Figure 1. Supply network.
Scale bar: 100 um. Pins as bars on the die edge.
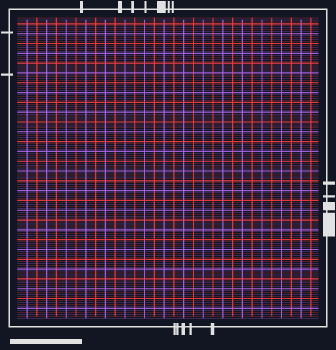
Figure 2. Placed cells, one colour a class.
Fill, decap, tap and diode cells in grey.
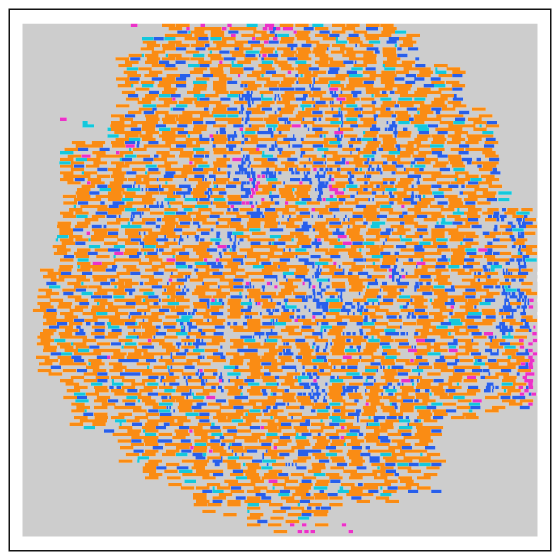
Figure 3. Routed clock nets over the placement.
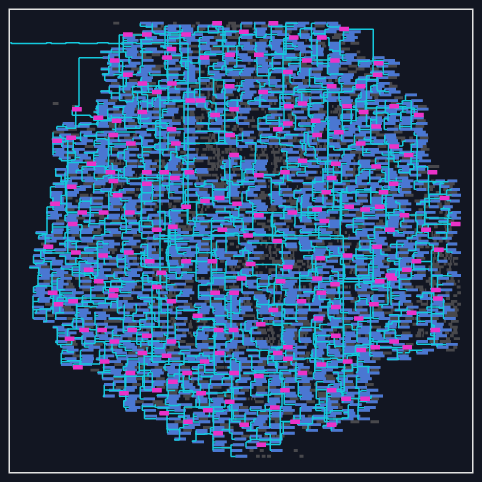
Figure 4. Routed metal, one colour a layer.
Scale bar: 100 um. Only two layers are drawn.
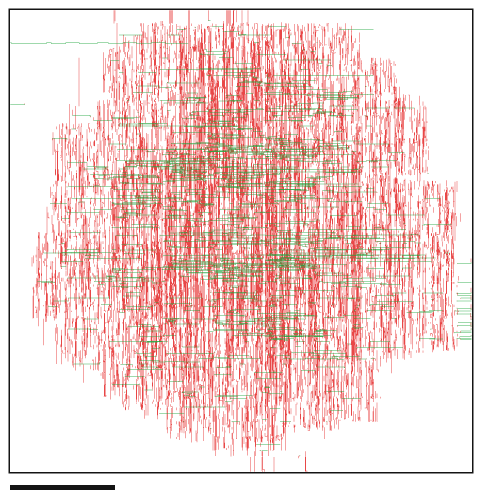
==> src/rtl/mem_map_pkg.sv <==
// Address map, STATUS bit positions and small helpers shared by the
// memory responder and its FIFO.
package mem_map_pkg;

   localparam logic [7:0] RAM_TOP = 8'hEF;
   localparam logic [7:0] TXDATA  = 8'hF0;
   localparam logic [7:0] STATUS  = 8'hF1;
   localparam logic [7:0] CNT_LO  = 8'hF2;
   localparam logic [7:0] CNT_HI  = 8'hF3;

   localparam int RAM_BYTES = 240;

   localparam int ST_OVF   = 7;
   localparam int ST_FULL  = 6;
   localparam int ST_EMPTY = 5;

   // STATUS only has three count bits, so deeper FIFOs report 7.
   function automatic logic [2:0] sat_count(input int unsigned c);
      return (c > 7) ? 3'd7 : c[2:0];
   endfunction

endpackage

==> src/rtl/byte_fifo.sv <==
// Byte FIFO with wrap-bit pointers; the head is presented straight from
// storage registers so the consumer side never sees the producer's logic.
module byte_fifo #(
   parameter  int DEPTH = 4,
   localparam int AW    = $clog2(DEPTH),
   localparam int CW    = AW + 1
) (
   input  logic          clk,
   input  logic          rst,
   input  logic          push,
   input  logic [7:0]    wdata,
   input  logic          pop,
   output logic [7:0]    rdata,
   output logic          empty,
   output logic          full,
   output logic [CW-1:0] count
);

   logic [7:0]  mem_q [DEPTH];
   logic [AW:0] wr_ptr_q, wr_ptr_d;
   logic [AW:0] rd_ptr_q, rd_ptr_d;
   logic        do_push, do_pop;

   assign empty = (wr_ptr_q == rd_ptr_q);
   assign full  = (wr_ptr_q[AW] != rd_ptr_q[AW]) &&
                  (wr_ptr_q[AW-1:0] == rd_ptr_q[AW-1:0]);
   assign count = wr_ptr_q - rd_ptr_q;

   // A pop in the same cycle frees the slot a push into a full FIFO needs.
   assign do_pop  = pop & ~empty;
   assign do_push = push & (~full | do_pop);

   assign rdata = empty ? 8'h00 : mem_q[rd_ptr_q[AW-1:0]];

   always_comb begin
      wr_ptr_d = wr_ptr_q;
      rd_ptr_d = rd_ptr_q;
      if (do_push) wr_ptr_d = wr_ptr_q + 1'b1;
      if (do_pop)  rd_ptr_d = rd_ptr_q + 1'b1;
   end

   always_ff @(posedge clk or negedge rst) begin
      if (!rst) begin
         wr_ptr_q <= '0;
         rd_ptr_q <= '0;
      end else begin
         wr_ptr_q <= wr_ptr_d;
         rd_ptr_q <= rd_ptr_d;
      end
   end

   always_ff @(posedge clk) begin
      if (do_push) mem_q[wr_ptr_q[AW-1:0]] <= wdata;
   end

endmodule

==> src/rtl/mem_responder.sv <==
// CPU-bus memory responder: 240 B RAM, TX byte FIFO, STATUS/overflow and a
// cycle-counter snapshot, plus a loader port that preloads RAM.
module mem_responder
   import mem_map_pkg::*;
#(
   parameter int FIFO_DEPTH = 4,
   parameter int CNT_W      = 16
) (
   input  logic       clk,
   input  logic       rst,
   input  logic [7:0] mem_address,
   input  logic       mem_wen,
   input  logic [7:0] mem_data_in,
   output logic [7:0] mem_data_out,
   input  logic       ld_en,
   input  logic [7:0] ld_addr,
   input  logic [7:0] ld_data,
   input  logic       ld_wen,
   output logic       tx_valid,
   output logic [7:0] tx_data,
   input  logic       tx_ready
);

   localparam int FCW = $clog2(FIFO_DEPTH) + 1;

   logic [7:0]       ram_q [RAM_BYTES];
   logic             overflow_q, overflow_d;
   logic [CNT_W-1:0] cnt_q, cnt_d;
   logic [CNT_W-1:0] snap_q, snap_d;
   logic [15:0]      snap16;
   logic [7:0]       status;

   logic             cpu_we, ld_we;
   logic             push_req, push_ok, pop;
   logic             fifo_empty, fifo_full;
   logic [FCW-1:0]   fifo_count;

   // The loader owns the bus while ld_en is high; CPU writes vanish entirely.
   assign cpu_we   = mem_wen & ~ld_en;
   assign ld_we    = ld_en & ld_wen & (ld_addr <= RAM_TOP);
   assign push_req = cpu_we && (mem_address == TXDATA);
   assign pop      = tx_valid & tx_ready;
   assign push_ok  = push_req & (~fifo_full | pop);
   assign tx_valid = ~fifo_empty;

   byte_fifo #(.DEPTH(FIFO_DEPTH)) u_tx_fifo (
      .clk   (clk),
      .rst   (rst),
      .push  (push_ok),
      .wdata (mem_data_in),
      .pop   (pop),
      .rdata (tx_data),
      .empty (fifo_empty),
      .full  (fifo_full),
      .count (fifo_count)
   );

   always_ff @(posedge clk) begin
      if (ld_we)
         ram_q[ld_addr] <= ld_data;
      else if (cpu_we && (mem_address <= RAM_TOP))
         ram_q[mem_address] <= mem_data_in;
   end

   always_comb begin
      overflow_d = overflow_q;
      cnt_d      = cnt_q + 1'b1;
      snap_d     = snap_q;
      if (cpu_we && (mem_address == STATUS))
         overflow_d = 1'b0;
      else if (push_req && !push_ok)
         overflow_d = 1'b1;
      if (cpu_we && (mem_address == CNT_LO))
         snap_d = cnt_q;
   end

   always_ff @(posedge clk or negedge rst) begin
      if (!rst) begin
         overflow_q <= 1'b0;
         cnt_q      <= '0;
         snap_q     <= '0;
      end else begin
         overflow_q <= overflow_d;
         cnt_q      <= cnt_d;
         snap_q     <= snap_d;
      end
   end

   assign snap16 = 16'(snap_q);

   always_comb begin
      status           = 8'h00;
      status[ST_OVF]   = overflow_q;
      status[ST_FULL]  = fifo_full;
      status[ST_EMPTY] = fifo_empty;
      status[2:0]      = sat_count(32'(fifo_count));
   end

   always_comb begin
      mem_data_out = 8'h00;
      case (mem_address)
         TXDATA:  mem_data_out = 8'h00;
         STATUS:  mem_data_out = status;
         CNT_LO:  mem_data_out = snap16[7:0];
         CNT_HI:  mem_data_out = snap16[15:8];
         default: if (mem_address <= RAM_TOP) mem_data_out = ram_q[mem_address];
      endcase
   end

endmodule

==> config.mk <==
export PLATFORM = sky130hd
export DESIGN_NAME = mem_responder
export DESIGN_NICKNAME = d
export VERILOG_FILES = /design/src/rtl/mem_map_pkg.sv /design/src/rtl/byte_fifo.sv /design/src/rtl/mem_responder.sv
export SDC_FILE = /design/constraint.sdc
export NUM_CORES = 2
export LEC_CHECK = 0
export CORE_MARGIN = 10
export CORE_UTILIZATION = 45
export CTS_CLUSTER_SIZE = 30
export DETAILED_ROUTE_END_ITERATION = 10
export PLACE_DENSITY = 0.63
export SETUP_SLACK_MARGIN = 0.4
export SLEW_MARGIN = 10
export SYNTH_ARGS = -nofsm -noshare
export SYNTH_HDL_FRONTEND = slang
export SYNTH_HIERARCHICAL = 1
export SYNTH_SLANG_ARGS = --single-unit
export TNS_END_PERCENT = 100
==> constraint.sdc <==
create_clock -name clk -period 7.9 [get_ports clk]
set_input_delay 1.185 -clock clk [delete_from_list [all_inputs] [get_ports clk]]
set_output_delay 1.185 -clock clk [all_outputs]
set_load 0.005 [all_outputs]
==> flow_summary.yaml <==
# flow metrics
critical_path:
  start_kind: "input pin"
  crit_chain: "buf_4 > inv_2 > nor2_1 > a221oi_1 > a21oi_1 > o32ai_1 > clkdlybuf4s50_1"
  required_ns: 6.71
routing:
  drcViolationCount: 0
  wl_per_cell_um: 32.41
timing:
  finalSetupViolations: 0
  clock-skew-final_ns: 0.009882
  rsz0062_at_grt: "false"
  whs_ns: 0.4640
  post-route-min-period_ns: 6.734
logic_synthesis:
  ys_ff: 1991
  synthFlopType: "edfxtp_1"
  top_cell: "edfxtp_1"
  top_cells_by_count: "edfxtp_1, mux4_2, nor2_1"
  topCellsByArea: "edfxtp_1, mux4_2, mux2i_1"
  ys_sh_aoi_pct: 2.772
cts:
  clock_latency_ns: 0.83
  cts_setup_buffers: 0
final_layout:
  syn_to_final_growth_pct: 12.10
  layout_top_cells: "edfxtp_1, mux4_2, nor2_1"
status:
  status: "finished, final reports clean"
place:
  port_buffers: 54
  hpwl_um: 128800
About Figure 1:
legend:
  VSS:
    colour: purple
  VDD:
    colour: red
met1 rails: 154
met4 straps: 30
die x size: 438.2 um
Core ar.: 173800 um2
Max IR drop VDD: 0.1766 mV

About Figure 2:
legend:
  sequential cells:
    colour: orange
    cells: 1991
    share_of_their_area: 70%
  remaining buffers and delay cells:
    colour: magenta
    cells: 148
    share_of_their_area: 1.8%
  clock drivers and dummy loads:
    colour: cyan
    cells: 372
    share_of_their_area: 7.6%
  remaining logic cells:
    colour: blue
    cells: 1576
    share_of_their_area: 21%
Seq/total area: 67.56%
Finished Core Util: 50.74%
Site Rows: 153
Post-Layout Inst Area: 88200 um2

About Figure 3:
legend:
  clock wires:
    colour: cyan
    length: 22.5 mm
  clock-net drivers:
    colour: magenta
    count: 200
  flip-flops:
    colour: blue
    count: 1991
flops lie: all over the die

About Figure 4:
legend:
  M2:
    colour: red
    wire_length: 96.6 mm
  M3:
    colour: green
    wire_length: 17600 um

layout make-up:
| cell class | count | share of cell area (%) |
|---|---|---|
| Timing Repair Buffer | 148 | 1.779 |
| Antenna cell | 5 | 0.01419 |
| Tap cell | 2325 | 3.298 |
| Sequential cell | 1991 | 67.56 |
| Clock inverter | 137 | 1.487 |
| Inverter | 16 | 0.07377 |
| Clock buffer | 235 | 5.871 |
| Multi-Input combinational cell | 1560 | 19.91 |
registers in the layout, summed over array words and instances, names as in the netlist:
| name | cells |
|---|---|
| cnt_q | 16 |
| overflow_q | 1 |
| ram_q | 1920 |
| snap16 | 16 |
| u_tx_fifo/mem_q | 32 |
| u_tx_fifo/rd_ptr_q | 3 |
| u_tx_fifo/wr_ptr_q | 3 |
how the worst max path moves through the flow:
stage	start	to	slack (ns)	cells after the start
after floorplan	mem_address[4]	ram_q[0][0]$_DFFE_PP_	2.01	8
after detailed placement	mem_address[3]	mem_data_out[0]	1.31	9
after CTS	mem_address[3]	mem_data_out[0]	1.30	9
after global placement	mem_address[3]	mem_data_out[0]	1.16	9
after global routing	mem_address[2]	mem_data_out[1]	1.43	8
final	mem_address[3]	mem_data_out[2]	1.17	7
where the power goes:
| group | internal (mW) | switching (mW) | total [mW] |
|---|---|---|---|
| registers | 11.7 | 0.0396 | 11.8 |
| clock network | 5.27 | 4.10 | 9.38 |
| logic | 0.515 | 0.963 | 1.48 |
per-layer routing:
metal  up-vias  share of wire (%)  global-route usage [%]
met5         -              0.012                       0
met1     21090                 40                   29.96
met2      2028                 46                   32.83
met4         4                4.6                   8.974
met3       405                8.5                   4.463
li1      15950                  -                       -
No activity file was given, so power comes from the tool's default toggle rates.
